Design slave_b_channel_resp_buffer, sky130hd; sources not shown.
Fig. 1: clock distribution
Bar = 20 um.
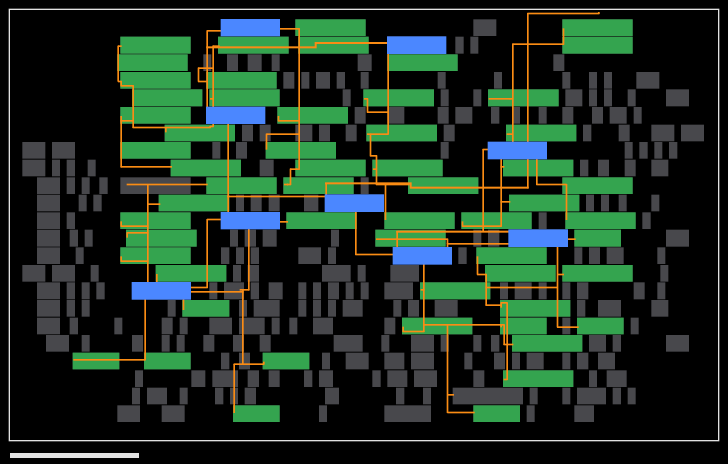
- orange: clock wires (length 736 um)
- blue: clock-net drivers (count 9)
- green: flip-flops (count 57)
- routed clock nets: 10
- flops lie: widely spread
Clock Power Share: 41.8%
worst skew pair latency: 0.32 ns
clock group total power: 0.000846 W

Fig. 2: sequential cells grouped by signal name
Bar = 20 um.
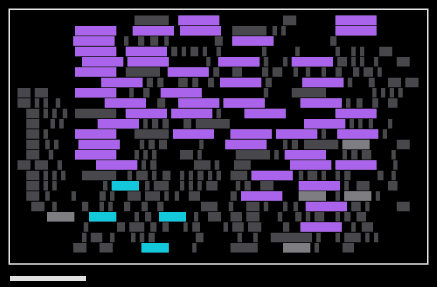
- cyan: u_fifo.wr_ptr_q (placed flops 4)
- purple: u_fifo.mem_q (placed flops 48)
- not coloured: 5
register area: 1622 um^2
sequential power: 0.000723 W
sequential share of cell area: 48.87%

==> notes.md <==
yosys + openroad results -> largest fanout on the critical path=13, # setup viols final=0, Leak=1.259 nW, Top Ports=30, Dominant cell area share=54.44%, Synth Instances=261, Overflow after GRT=0, Placed Instances=370, tool warnings=26, Logic area=879.6 um^2, Final Max Tran Viols=0, Commonest flop=edfxtp_1, Final Routed Wirelength=6.536 mm, top cells by area=edfxtp_1, nor2_1, dfxtp_1, diode count=0, via count=1892, Synth Seq Share=61.25%, PostCTS Resize Cnt=0, yosys stat area=2648 um^2, vias in the first global route=1982, total die size=7316 um^2, nets=317, Max-Cap Viols=0, worst path cell trace=inv_1 -> ha_1 -> nand3_2 -> clkinv_1 -> nand2_2 -> nand2_4 -> inv_1 -> clkdlybuf4s50_1, Floorplan Utilization=39.48%, Power Density=609.5 nW/um^2, Area Overhead vs Synth=25.33%, max_slew headroom=59.59%, vias per cell=4.902, final period utilization=75.84%, Synth Cell Area=2648 um^2, status=finished clean, DIE WIDTH=109.8 um, syn avg cell area=10.14 um^2, Final Hold Fails=0, final setup TNS=0 ns, CTS sink count=57, worst hold-check path type=flip-flop to flip-flop, Synth cell types=26, initial antenna violation count=0
report_power, final:
group	internal, W	switching, W	leakage, nW
Clock	0.000571	0.000275	0.145
Combinational	0.000187	0.000266	0.604
Sequential	0.000706	0.0000175	0.509
Total	0.00146	0.000558	1.26
placed cells by master, fill, tap and decap left out:
master and count:
nor2_1 59, edfxtp_1 48, nand2_1 42, clkdlybuf4s50_1 29, o21ai_0 27, inv_1 17, clkbuf_16 9, dfxtp_1 9
nand3_1 7, o22ai_1 6, o211ai_1 6, a21oi_1 5, xor2_1 5, ha_1 5, nand2_2 4, nand2_4 3
clkinvlp_4 3, buf_4 3, clkinv_1 2, inv_2 2, bufinv_16 2, nand3_2 1, a21oi_2 1, nor3_2 1
xnor2_1 1, fa_1 1, clkinv_4 1
logic make-up after synthesis:
group / count (synthesis) / share of synthesized area [%]
and+or+nand+nor: 117 / 18.62
DFF: 57 / 61.25
adders and majority gates: 6 / 3.119
xor gates and xnor gates: 6 / 1.985
buffers and inverters: 30 / 5.529
AOI/OAI and AO/OA: 45 / 9.499
layer usage:
layer	wire (um)	share of wire (%)	up-vias	track usage, %
met5	0	0	-	0
met4	0	0	0	6.000
met3	380	5.8	0	5.088
met2	2731	42	59	30.58
met1	3424	52	887	29.78
li1	-	-	946	-
critical path: cells and delay by family, from the launching register on:
family	cells	cell delay (ns)
fa+ha+maj	1	0.33
flops	1	0.45
buf+inv	4	0.98
simple gates	3	0.33
cell type report:
type | count | share of cell area [%]
multi-input cells | 174 | 26.51
flip-flops and latches | 57 | 48.87
clock inverters | 7 | 2.866
inverters | 20 | 2.262
repair buffers | 32 | 9.427
clock buffers | 9 | 6.787
well taps | 87 | 3.281
metrics by stage:
step	power, W	hold slack (ns)	util, %
global route	0.002118	0.4148	49.49
finish	0.002022	0.3748	49.49
CTS	0.002045	0.3794	49.49
floorplan	0.0009919	0.3453	-
detailed placement	0.001193	0.3716	44.71
global placement	0.001187	0.3756	44.71
Power figures rest on the tool's default switching activity, not on a simulated workload.
